$ cat src/rtl/home_auto_pkg.sv
// Shared home-automation definitions: time field widths, legal ranges and the
// hour/minute struct passed between the RTC consumers.
package home_auto_pkg;

    localparam int unsigned HOUR_W   = 5;
    localparam int unsigned MIN_W    = 6;
    localparam int unsigned MAX_HOUR = 23;
    localparam int unsigned MAX_MIN  = 59;

    typedef struct packed {
        logic [HOUR_W-1:0] hour;
        logic [MIN_W-1:0]  minute;
    } time_hm_t;

    // Out-of-range times are treated as "no information": they neither match
    // a slot nor release a lockout.
    function automatic logic time_valid(input time_hm_t t);
        return (t.hour <= HOUR_W'(MAX_HOUR)) && (t.minute <= MIN_W'(MAX_MIN));
    endfunction

endpackage

$ cat src/rtl/feed_slot_match.sv
// One feeding slot: compares the current time against a fixed hour/minute and
// holds the per-slot lockout flag so a slot fires once per occurrence of its
// minute.
//
// Ports:
//   clk, rst  - clock, synchronous active-high reset
//   now       - current time (hour/minute)
//   valid     - current time is in range
//   enable    - global scheduler enable
//   match     - slot time equals current valid time and slot is enabled
//   trigger   - slot fires this cycle (enabled, matching, not locked out)
module feed_slot_match
    import home_auto_pkg::*;
#(
    parameter logic [HOUR_W-1:0] SlotHour = '0,
    parameter logic [MIN_W-1:0]  SlotMin  = '0,
    parameter bit                SlotEn   = 1'b0
) (
    input  logic     clk,
    input  logic     rst,
    input  time_hm_t now,
    input  logic     valid,
    input  logic     enable,
    output logic     match,
    output logic     trigger
);

    logic fired_q, fired_d;

    always_comb begin
        match   = valid && SlotEn && (now.hour == SlotHour) && (now.minute == SlotMin);
        trigger = enable && match && !fired_q;
    end

    // Lockout only releases on a valid, non-matching time; an invalid time
    // leaves it untouched. Disabled cycles don't set it, so a late enable
    // within the minute still fires.
    always_comb begin
        fired_d = fired_q;
        if (trigger) begin
            fired_d = 1'b1;
        end else if (valid && !match) begin
            fired_d = 1'b0;
        end
    end

    always_ff @(posedge clk) begin
        if (rst) begin
            fired_q <= 1'b0;
        end else begin
            fired_q <= fired_d;
        end
    end

endmodule

$ cat src/rtl/pet_feeder_scheduler.sv
// Time-of-day feed scheduler. Up to four fixed slots are compared against the
// RTC time; an enabled slot entering its minute produces a fixed-length
// registered dispense pulse.
//
// Ports:
//   clk           - system clock, rising edge
//   rst           - synchronous active-high reset
//   hour, minute  - current time from the RTC (0..23 / 0..59)
//   enable        - global enable; low aborts any pulse on the next edge
//   dispense_food - dispense pulse, decoded from the pulse counter register
module pet_feeder_scheduler
    import home_auto_pkg::*;
#(
    parameter int unsigned NUM_SLOTS       = 4,
    parameter int unsigned SLOT0_HOUR      = 7,
    parameter int unsigned SLOT0_MIN       = 30,
    parameter int unsigned SLOT1_HOUR      = 18,
    parameter int unsigned SLOT1_MIN       = 0,
    parameter int unsigned SLOT2_HOUR      = 12,
    parameter int unsigned SLOT2_MIN       = 0,
    parameter int unsigned SLOT3_HOUR      = 22,
    parameter int unsigned SLOT3_MIN       = 0,
    parameter logic [3:0]  SLOT_MASK       = 4'b0011,
    parameter int unsigned DISPENSE_CYCLES = 2
) (
    input  logic              clk,
    input  logic              rst,
    input  logic [HOUR_W-1:0] hour,
    input  logic [MIN_W-1:0]  minute,
    input  logic              enable,
    output logic              dispense_food
);

    localparam int unsigned SlotHours [4] = '{SLOT0_HOUR, SLOT1_HOUR, SLOT2_HOUR, SLOT3_HOUR};
    localparam int unsigned SlotMins  [4] = '{SLOT0_MIN, SLOT1_MIN, SLOT2_MIN, SLOT3_MIN};

    time_hm_t   now;
    logic       valid;
    logic [3:0] slot_match;
    logic [3:0] slot_trig;
    logic       fire;
    logic [7:0] cnt_q, cnt_d;

    always_comb begin
        now.hour   = hour;
        now.minute = minute;
        valid      = time_valid(now);
    end

    for (genvar i = 0; i < 4; i++) begin : g_slot
        if (i < NUM_SLOTS) begin : g_used
            feed_slot_match #(
                .SlotHour (HOUR_W'(SlotHours[i])),
                .SlotMin  (MIN_W'(SlotMins[i])),
                .SlotEn   (SLOT_MASK[i])
            ) u_slot (
                .clk     (clk),
                .rst     (rst),
                .now     (now),
                .valid   (valid),
                .enable  (enable),
                .match   (slot_match[i]),
                .trigger (slot_trig[i])
            );
        end else begin : g_unused
            assign slot_match[i] = 1'b0;
            assign slot_trig[i]  = 1'b0;
        end
    end

    // Slots sharing a time collapse into a single trigger.
    assign fire = |(slot_trig & slot_match);

    // Retrigger reloads rather than accumulates, so overlapping slots extend
    // the pulse instead of lengthening it by a multiple.
    always_comb begin
        cnt_d = cnt_q;
        if (!enable) begin
            cnt_d = 8'd0;
        end else if (fire) begin
            cnt_d = 8'(DISPENSE_CYCLES);
        end else if (cnt_q != 8'd0) begin
            cnt_d = cnt_q - 8'd1;
        end
    end

    always_ff @(posedge clk) begin
        if (rst) begin
            cnt_q <= 8'd0;
        end else begin
            cnt_q <= cnt_d;
        end
    end

    assign dispense_food = (cnt_q != 8'd0);

endmodule

$ cat config.mk
export PLATFORM = sky130hd
export DESIGN_NAME = pet_feeder_scheduler
export DESIGN_NICKNAME = d
export VERILOG_FILES = /design/src/rtl/home_auto_pkg.sv /design/src/rtl/feed_slot_match.sv /design/src/rtl/pet_feeder_scheduler.sv
export SDC_FILE = /design/constraint.sdc
export NUM_CORES = 1
export LEC_CHECK = 0
export CAP_MARGIN = 20
export CORE_AREA = 2 2 39 41
export CTS_CLUSTER_SIZE = 10
export DETAILED_ROUTE_END_ITERATION = 16
export DIE_AREA = 0 0 41 43
export GPL_ROUTABILITY_DRIVEN = 0
export PLACE_DENSITY_LB_ADDON = 0.2
export SLEW_MARGIN = 10
export SYNTH_ARGS = -nofsm -noshare
export SYNTH_HDL_FRONTEND = slang
export SYNTH_SLANG_ARGS = --single-unit
$ cat constraint.sdc
create_clock -name clk -period 2.7 [get_ports clk]
set_input_delay 0.54 -clock clk [delete_from_list [all_inputs] [get_ports clk]]
set_output_delay 0.54 -clock clk [all_outputs]
set_load 0.01 [all_outputs]
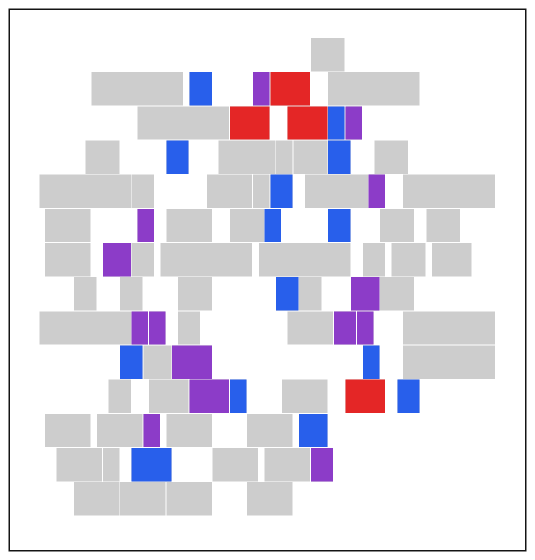
run_1/gate_families.png
Blue stands for NOR gates, cells 14. Red stands for XOR/XNOR gates, cells 4. Purple stands for NAND gates, cells 14.
non-filler instance count after layout: 101
most common logic cell in the routed design: clkdlybuf4s50_1
logic share of the area: 0.440

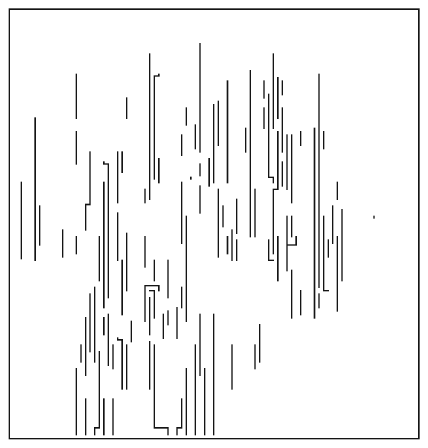
run_1/met2.png
89 nets have wire on it. The longest straight run is 21.4 µm. The layer holds 49% of the routed length.
vias: 529
Routed WL: 1140 µm
GRT met2 Usage: 0.263

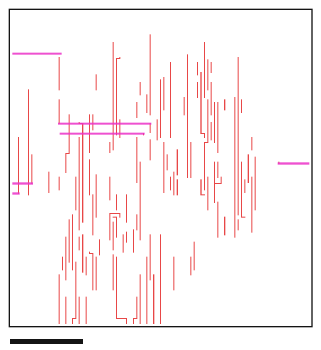
run_1/metal_stack.png
Bar = 10 µm. Two of the layers only.
Red stands for met2, wire length 562 µm. Magenta stands for met3, wire length 37.4 µm.
Wirelength per Cell: 11.3 µm
GRT Util Overall: 0.170

==> impl_metrics.py, run 1 <==
# Flow results
metrics = {
    "status": {
        "outcome": "complete, no violations",
    },
    "timing": {
        "setup-tns-final_ps": 0,
        "hold_viol_final": 0,
        "finalCritPeriodShare": 0.937,
        "tightest_slew_ps": 391,
        "report.final.slew_viol_count": 0,
        "period_minus_slack_ps": 2530,
    },
    "clock_tree": {
        "hold_buffers": 0,
        "postCtsSetupBuffers": 0,
        "htreeDepth": 1,
        "post_cts_resized": 1,
        "cts.sinks": 10,
    },
    "placement": {
        "portBuffers": 14,
        "dp_hpwl_um": 931,
    },
    "route": {
        "drt_iter0_markers": 14,
        "detailedRoute.firstPassIterationCount": 4,
        "route.detailed.drc": 0,
    },
    "logic_synthesis": {
        "yosys_area_um2": 543,
        "syn_nets": 81,
        "yosysUniqueCellTypes": 26,
        "logic_family": "simple AND/OR/NAND/NOR gates",
        "synthArstFlopShare": 0,
        "syn_inst": 66,
        "yosysMostFrequentCell": "dfxtp_1",
        "ys_sh_xor": 0.0645,
        "ys_sh_simple": 0.357,
        "yosys_cells": 66,
        "seq_area_frac_synth": 0.369,
        "mux_area_frac": 0.0369,
        "synth-edff-count": 0,
        "avgSynthCellArea_um2": 8.23,
    },
    "min_path": {
        "holdPathStages": 2,
        "hold_path.class": "flop to flop",
        "hold_end": "g_slot[0].g_used.u_slot.fired_q",
    },
    "layout": {
        "synthToLayoutAreaGrowth_pct": 36.6,
        "layout_top_cells": "13 x clkdlybuf4s50_1, 10 x dfxtp_1, 8 x nand2_1, 8 x nor3_1",
        "biggestCellCategory": "combinational gates",
        "utilization": 0.536,
        "mi_logic_area_um2": 327,
        "buf_share": 0.218,
        "seq_area_um2": 200,
        "nMultiInputCombCells": 52,
        "clockNetworkAreaShare": 0.0304,
        "flops": 10,
        "final_nets": 102,
    },
    "critical_path": {
        "r2r_slack_ps": 690,
        "crit_family": "simple AND/OR/NAND/NOR gates",
        "r2r_cells": 7,
        "startpoint": "cnt_q[0]",
        "cp_slowest_cell": "or4b_4",
        "worstPathArrival_ps": 1990,
        "crit_buf_inv": 2,
        "worstPathCellList": "inv_1 -> ha_1 -> or4b_4 -> or4_1 -> dlygate4sd2_1",
        "path_max_fanout": 4,
        "r2r-end": "cnt_q[1]",
        "crit_type": "flop to primary output",
    },
    "floorplanning": {
        "tap_cells": 16,
        "dieArea_um2": 1760,
        "initial_utilization": 0.392,
        "rows": 14,
    },
    "pwr": {
        "power.total_w": 0.000885,
        "p_leak_nw": 0.277,
        "power_density_nw_per_um2": 1190,
        "ir_worst_vdd_mv": 0.511,
    },
    "global_routing": {
        "antenna_found_initial": 0,
        "grt_pass1_vias": 508,
        "overflow": 0,
    },
    "run": {
        "drv_cap": 0,
        "warning_count": 26,
    },
}
-- run 1: state kept, by name (all words and copies together), names as in the netlist --
name,flops
cnt_q,8
g_slot.g_used.u_slot.fired_q,2
-- run 1: worst register-to-register path: cells and delay by family (launching register included) --
family                   cells  cell delay, ps
adder cells (fa/ha/maj)      1             150
AND-OR/OR-AND                1             180
multiplexers                 1             110
flip-flops                   1             340
buffers and inverters        2             230
AND/OR/NAND/NOR              2             890
-- run 1: routing by layer --
| layer | vias to the layer above | wire length, µm | track usage |
|---|---|---|---|
| met3 | 2 | 37 | 0.0942 |
| met4 | 0 | 10 | 0.0600 |
| met5 | - | 0 | 0 |
| met1 | 241 | 531 | 0.186 |
| li1 | 280 | - | - |
| met2 | 6 | 561 | 0.263 |
-- run 1: worst max-delay path by stage --
stage / end / slack, ps / cells past startpoint
2_1_floorplan: dispense_food / 550 / 5
3_3_place_gp: dispense_food / 260 / 5
3_5_place_dp: dispense_food / 250 / 5
4_1_cts: dispense_food / 150 / 5
5_1_grt: dispense_food / 70 / 5
6_report: dispense_food / 170 / 5
-- run 1: cell families (layout without fill, tap and decap cells) --
logic type | after synthesis | in the layout
AND/OR/NAND/NOR | 34 | 34
AND-OR/OR-AND | 11 | 11
flip-flops | 10 | 10
XOR/XNOR | 4 | 4
buffers and inverters | 4 | 23
multiplexers | 2 | 2
adder cells (fa/ha/maj) | 1 | 1
-- run 1: per-stage QoR --
stage	worst slack, ps	cells	hold slack (ps)	area [µm²]
3_5_place_dp	246	98	467	721
6_report	171	101	476	742
2_1_floorplan	546	66	435	543
5_1_grt	70.9	101	505	742
3_3_place_gp	263	98	462	721
4_1_cts	153	101	477	742
-- run 1: where the power goes --
group          switching [W]  internal [W]
registers          0.0000500      0.000198
logic               0.000243      0.000296
clock network      0.0000461     0.0000513
--- run 2 (diff from run 1) ---
Settings changed: CORE_AREA 2 2 39 41 to unset, CORE_MARGIN set to 2, CORE_UTILIZATION set to 49, DIE_AREA 0 0 41 43 to unset, SYNTH_HIERARCHICAL set to 1.
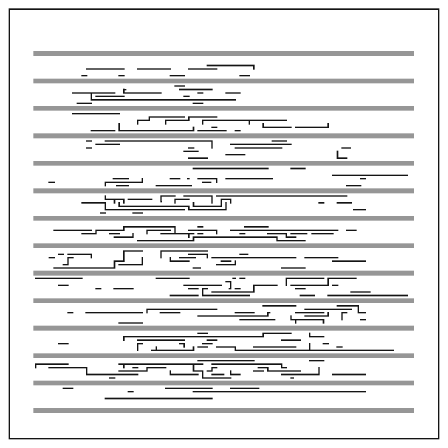
run_2/met1.png
Supply wires on this layer in gray.
The layer carries 619 µm of wire. 97 nets have wire on it. The wires run mostly horizontal. The layer holds 48% of the routed length. The longest straight run is 17.0 µm.

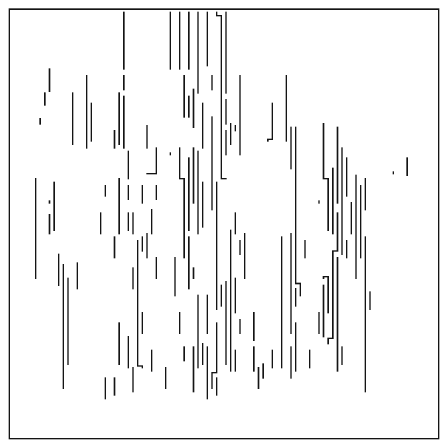
run_2/met2.png
The layer holds 45% of the routed length. The layer carries 578 µm of wire.

==> impl_metrics.py, run 2 <==
# Flow results
metrics = {
    "layout": {
        "synthToLayoutAreaGrowth_pct": 25.3,
        "largest_reg_flops": 8,
        "mi_logic_area_um2": 475,
        "layout_top_cells": "14 x clkdlybuf4s50_1, 10 x dfxtp_1, 7 x inv_1, 7 x nor3_1, 4 x conb_1",
        "final_cell_area_um2": 905,
        "final_nets": 113,
        "layout_top_cell": "clkdlybuf4s50_1",
        "fillers": 102,
        "top_regs": "cnt_q (8), g_slot.g_used.u_slot/fired_q (2)",
        "regMostFlops": "cnt_q",
        "seq_area_um2": 200,
    },
    "logic_synthesis": {
        "mux_area_frac": 0,
        "avgSynthCellArea_um2": 9.14,
        "seq_area_frac_synth": 0.277,
        "yosysUniqueCellTypes": 35,
        "ys_sh_xor": 0.0364,
        "synth-edff-count": 0,
        "yosys_area_um2": 722,
        "synth-main-ff-cell": "dfxtp_1",
        "ys_sh_simple": 0.407,
        "yosysMostFrequentCell": "dfxtp_1",
        "logic_family": "simple AND/OR/NAND/NOR gates",
        "syn_inst": 79,
        "synthArstFlopShare": 0,
        "ys_sh_adder": 0.0347,
        "yosys_cells": 79,
    },
    "critical_path": {
        "worstPathArrival_ps": 2040,
        "crit_type": "flop to primary output",
        "r2r_cells": 6,
        "r2r_slack_ps": 1110,
        "required_ps": 2160,
        "path_max_fanout": 6,
        "r2r-end": "cnt_q[4]",
        "startpoint": "cnt_q[0]",
    },
    "clock_tree": {
        "postCtsSetupBuffers": 0,
        "htreeDepth": 1,
        "numCtsBuffers": 3,
        "cts.sinks": 10,
    },
    "run": {
        "warning_count": 27,
        "drv_cap": 0,
    },
    "route": {
        "num_vias": 614,
        "wl_per_cell_um": 11.5,
        "routed_wl_um": 1280,
        "drt_iter0_markers": 15,
        "route.detailed.drc": 0,
    },
    "timing": {
        "setup_ws_ps": 124,
        "worst_hold_slack_ps": 517,
        "finalCritPeriodShare": 0.954,
        "report.final.slew_viol_count": 0,
        "hold_viol_final": 0,
        "period_minus_slack_ps": 2580,
    },
    "placement": {
        "place_ws_ps": 104,
        "portBuffers": 14,
        "placed_area_um2": 866,
    },
    "global_routing": {
        "overflow": 0,
        "antenna_found_initial": 0,
        "grt_pass1_vias": 519,
        "grtUsageTotal": 0.162,
    },
    "status": {
        "outcome": "complete, no violations",
    },
    "pwr": {
        "power.total_w": 0.000568,
        "p_leak_nw": 0.365,
        "power_density_nw_per_um2": 628,
        "ir_worst_vdd_mv": 0.432,
    },
    "floorplanning": {
        "initial_utilization": 0.541,
        "rows": 13,
        "dieArea_um2": 1800,
    },
    "min_path": {
        "hold_end": "cnt_q[5]",
        "hold_path.class": "flop to flop",
        "holdPathStages": 2,
    },
}
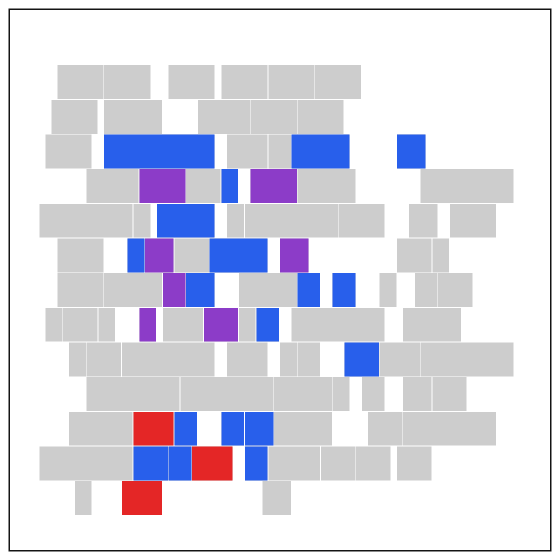
run_2/gate_families.png
Red stands for XOR/XNOR gates, cells 3. Blue stands for NOR gates, cells 18. Purple stands for NAND gates, cells 7.
non-filler instance count after layout: 111
logic share of the area: 0.526

## run 2: stage by stage
step,cells,TNS [ps],util
3_3_place_gp,107,0,0.649
2_1_floorplan,81,0,-
3_5_place_dp,107,0,0.649
4_1_cts,111,0,0.676
6_report,111,0,0.678
5_1_grt,111,-11.1,0.678
## run 2: worst max-delay path by stage
| stage | depth (start not counted) | slack (ps) | to |
|---|---|---|---|
| after floorplan | 5 | 710 | dispense_food |
| after global placement | 9 | 160 | cnt_q[2] |
| after detailed placement | 9 | 100 | cnt_q[0] |
| after CTS | 6 | 110 | dispense_food |
| after global routing | 6 | -10 | dispense_food |
| final | 6 | 120 | dispense_food |
## run 2: worst max-delay path, cell delays in order (launching register included)
cell and delay (ps):
dfxtp_1 360, inv_1 110, ha_1 160, or3b_2 490, nor2_2 130, inv_1 50, clkdlybuf4s50_1 460
## run 2: cells by family (layout without fill, tap and decap cells)
group                      Yosys count  in the layout
adders and majority gates            2              2
other                                2              4
xor gates and xnor gates             3              3
DFF                                 10             10
and+or+nand+nor                     37             37
buffers and inverters               11             26
AOI/OAI and AO/OA                   14             14
## run 2: final cells by class
class	instances	share of cell area
flip-flops and latches	10	0.221
repair buffers	15	0.163
multi-input cells	60	0.526
well taps	15	0.0207
inverters	7	0.0290
clock buffers	4	0.0401
## run 2: power by group
group          internal (W)  total [W]  switching, W
sequential         0.000163   0.000183     0.0000195
clock             0.0000820   0.000139     0.0000567
combinational      0.000132   0.000247      0.000115
## run 2: metal layers
layer  share of wire  global-route usage
met1            0.48               0.199
met2            0.45               0.246
met3           0.053              0.0776
met4          0.0078              0.0563
met5               0                   0
## run 2: what timing repair did
action | CTS | global route
endpoints found under the setup margin | 0 | 1
gates resized | 0 | 1
hold endpoints to repair | 0 | 0
--- run 3 (diff from run 2) ---
Settings changed: GPL_ROUTABILITY_DRIVEN 0 to unset.
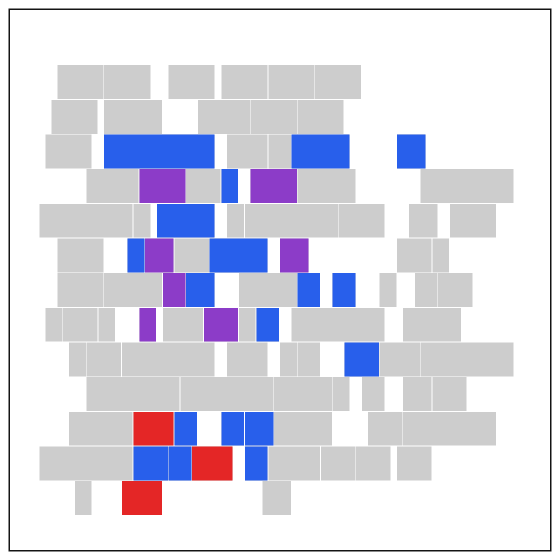
run_3/gate_families.png
Purple stands for NAND gates, cells 7. Blue stands for NOR gates, cells 18. Red stands for XOR/XNOR gates, cells 3.

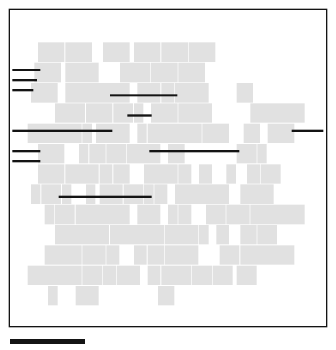
run_3/met3.png
Bar = 10 µm. Cells faint in the background.
The longest straight run is 13.1 µm. The layer holds 5.4% of the routed length. The wires run mostly horizontal. The layer carries 68.5 µm of wire.
grt met3 use: 0.0776
vias: 614
Routed WL: 1280 µm

==> impl_metrics.py, run 3 <==
# Flow results
metrics = {
    "status": {
        "outcome": "complete, no violations",
    },
    "pwr": {
        "p_int_w": 0.000377,
        "combinationalPowerShare": 0.434,
        "power_frac_clock": 0.244,
        "seqPwrFrac": 0.321,
        "p_leak_nw": 0.365,
        "switchingPower_w": 0.000191,
        "ir_worst_vdd_mv": 0.432,
        "power_density_nw_per_um2": 628,
        "swShare": 0.336,
    },
    "placement": {
        "portBuffers": 14,
        "place_ws_ps": 104,
        "dp.cells": 107,
        "place_congestion": 0.797,
    },
    "logic_synthesis": {
        "yosys_area_um2": 722,
        "syn_inst": 79,
        "synth-main-ff-cell": "dfxtp_1",
        "synthArstFlopShare": 0,
        "seq_area_frac_synth": 0.277,
        "yosysUniqueCellTypes": 35,
        "avgSynthCellArea_um2": 9.14,
        "yosys_cells": 79,
        "synth-edff-count": 0,
        "top_area_cell": "dfxtp_1",
        "yosysMostFrequentCell": "dfxtp_1",
    },
    "route": {
        "routedLengthMet1_um": 618,
        "route.detailed.drc": 0,
        "top_layer_used": "met4",
        "wl_per_cell_um": 11.5,
        "wl_met2_um": 578,
        "detailedRoute.firstPassIterationCount": 4,
    },
    "layout": {
        "antenna_cells": 0,
        "final_nets": 113,
        "regMostFlops": "cnt_q",
        "top_regs": "cnt_q (8), g_slot.g_used.u_slot/fired_q (2)",
        "layout_top_cells": "14 x clkdlybuf4s50_1, 10 x dfxtp_1, 7 x inv_1, 7 x nor3_1, 4 x conb_1",
        "largest_reg_flops": 8,
        "synthToLayoutAreaGrowth_pct": 25.3,
        "mi_logic_area_um2": 475,
        "layout_top_cell": "clkdlybuf4s50_1",
        "fillers": 102,
        "utilization": 0.678,
        "final_cells": 111,
    },
    "floorplanning": {
        "pin_count": 15,
        "dieArea_um2": 1800,
        "initial_utilization": 0.541,
        "rows": 13,
    },
    "clock_tree": {
        "cts_buffer_depth": 2,
        "htreeDepth": 1,
        "cts.sinks": 10,
        "hold_buffers": 0,
        "numCtsBuffers": 3,
    },
    "critical_path": {
        "required_ps": 2160,
        "path_max_fanout": 6,
        "worstPathArrival_ps": 2040,
        "crit_type": "flop to primary output",
    },
    "timing": {
        "worst_hold_slack_ps": 517,
        "report.final.slew_viol_count": 0,
        "period_minus_slack_ps": 2580,
        "setup_ws_ps": 124,
        "finalCritPeriodShare": 0.954,
        "setup-tns-final_ps": 0,
        "setup_violations": 0,
    },
    "global_routing": {
        "antenna_found_initial": 0,
        "grt_use_met1": 0.199,
        "use_met2": 0.246,
        "overflow": 0,
        "grt_pass1_wl_um": 2190,
        "grt_pass1_vias": 519,
        "grt.busiest_layer": "met2",
    },
    "run": {
        "warning_count": 27,
        "drv_cap": 0,
    },
}
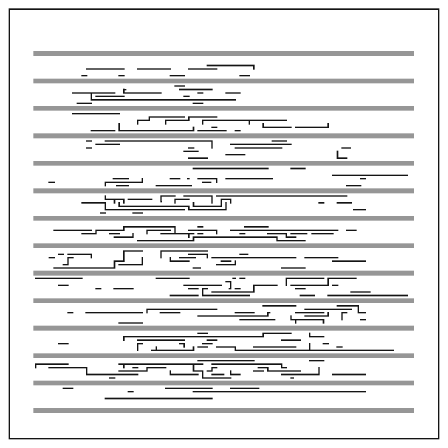
run_3/met1.png
Supply wires on this layer in gray.
The longest straight run is 17.0 µm. The layer carries 619 µm of wire. The wires run mostly horizontal. The layer holds 48% of the routed length.

run 3: timing repair:
action / in CTS / in global routing
setup buffers: 0 / 0
resized: 0 / 1
endpoints found under the setup margin: 0 / 1
run 3: final cells by class:
type                            count  area share
Clock buffer                        4      0.0401
Inverter                            7      0.0290
Multi-Input combinational cell     60       0.526
Sequential cell                    10       0.221
Tap cell                           15      0.0207
Timing Repair Buffer               15       0.163
run 3: power groups by stage:
stage               registers (W)  clock network [W]  logic (W)
global placement         0.000185                  0   0.000239
CTS                      0.000182           0.000143   0.000242
global route             0.000187           0.000152   0.000278
floorplan                0.000181                  0   0.000164
detailed placement       0.000186                  0   0.000242
finish                   0.000183           0.000139   0.000247
run 3: worst max-delay path, stage by stage (launching register included):
cell and delay (ps):
dfxtp_1 360, inv_1 110, ha_1 160, or3b_2 490, nor2_2 130, inv_1 50, clkdlybuf4s50_1 460
run 3: cell families after synthesis:
family,after synthesis,synth area share
compound gates,14,0.156
xor+xnor,3,0.0364
fa+ha+maj,2,0.0347
buf+inv,11,0.0780
flops,10,0.277
other cells,2,0.0104
simple gates,37,0.407
run 3: final timing paths:
kind | depth (start not counted) | endpoint | start | slack, ps
setup reg to reg | 6 | cnt_q[4] | cnt_q[0] | 1110
setup / recovery | 6 | dispense_food | cnt_q[0] | 120
hold reg to reg | 2 | cnt_q[5] | cnt_q[5] | 520
hold / removal | 2 | cnt_q[5] | cnt_q[5] | 520
run 3: metrics by stage:
stage          instance area (µm²)  total power, W
2_1_floorplan                  729        0.000345
3_3_place_gp                   866        0.000424
3_5_place_dp                   866        0.000427
4_1_cts                        902        0.000567
5_1_grt                        905        0.000618
6_report                       905        0.000568
Power is estimated from default activity; no workload was simulated.
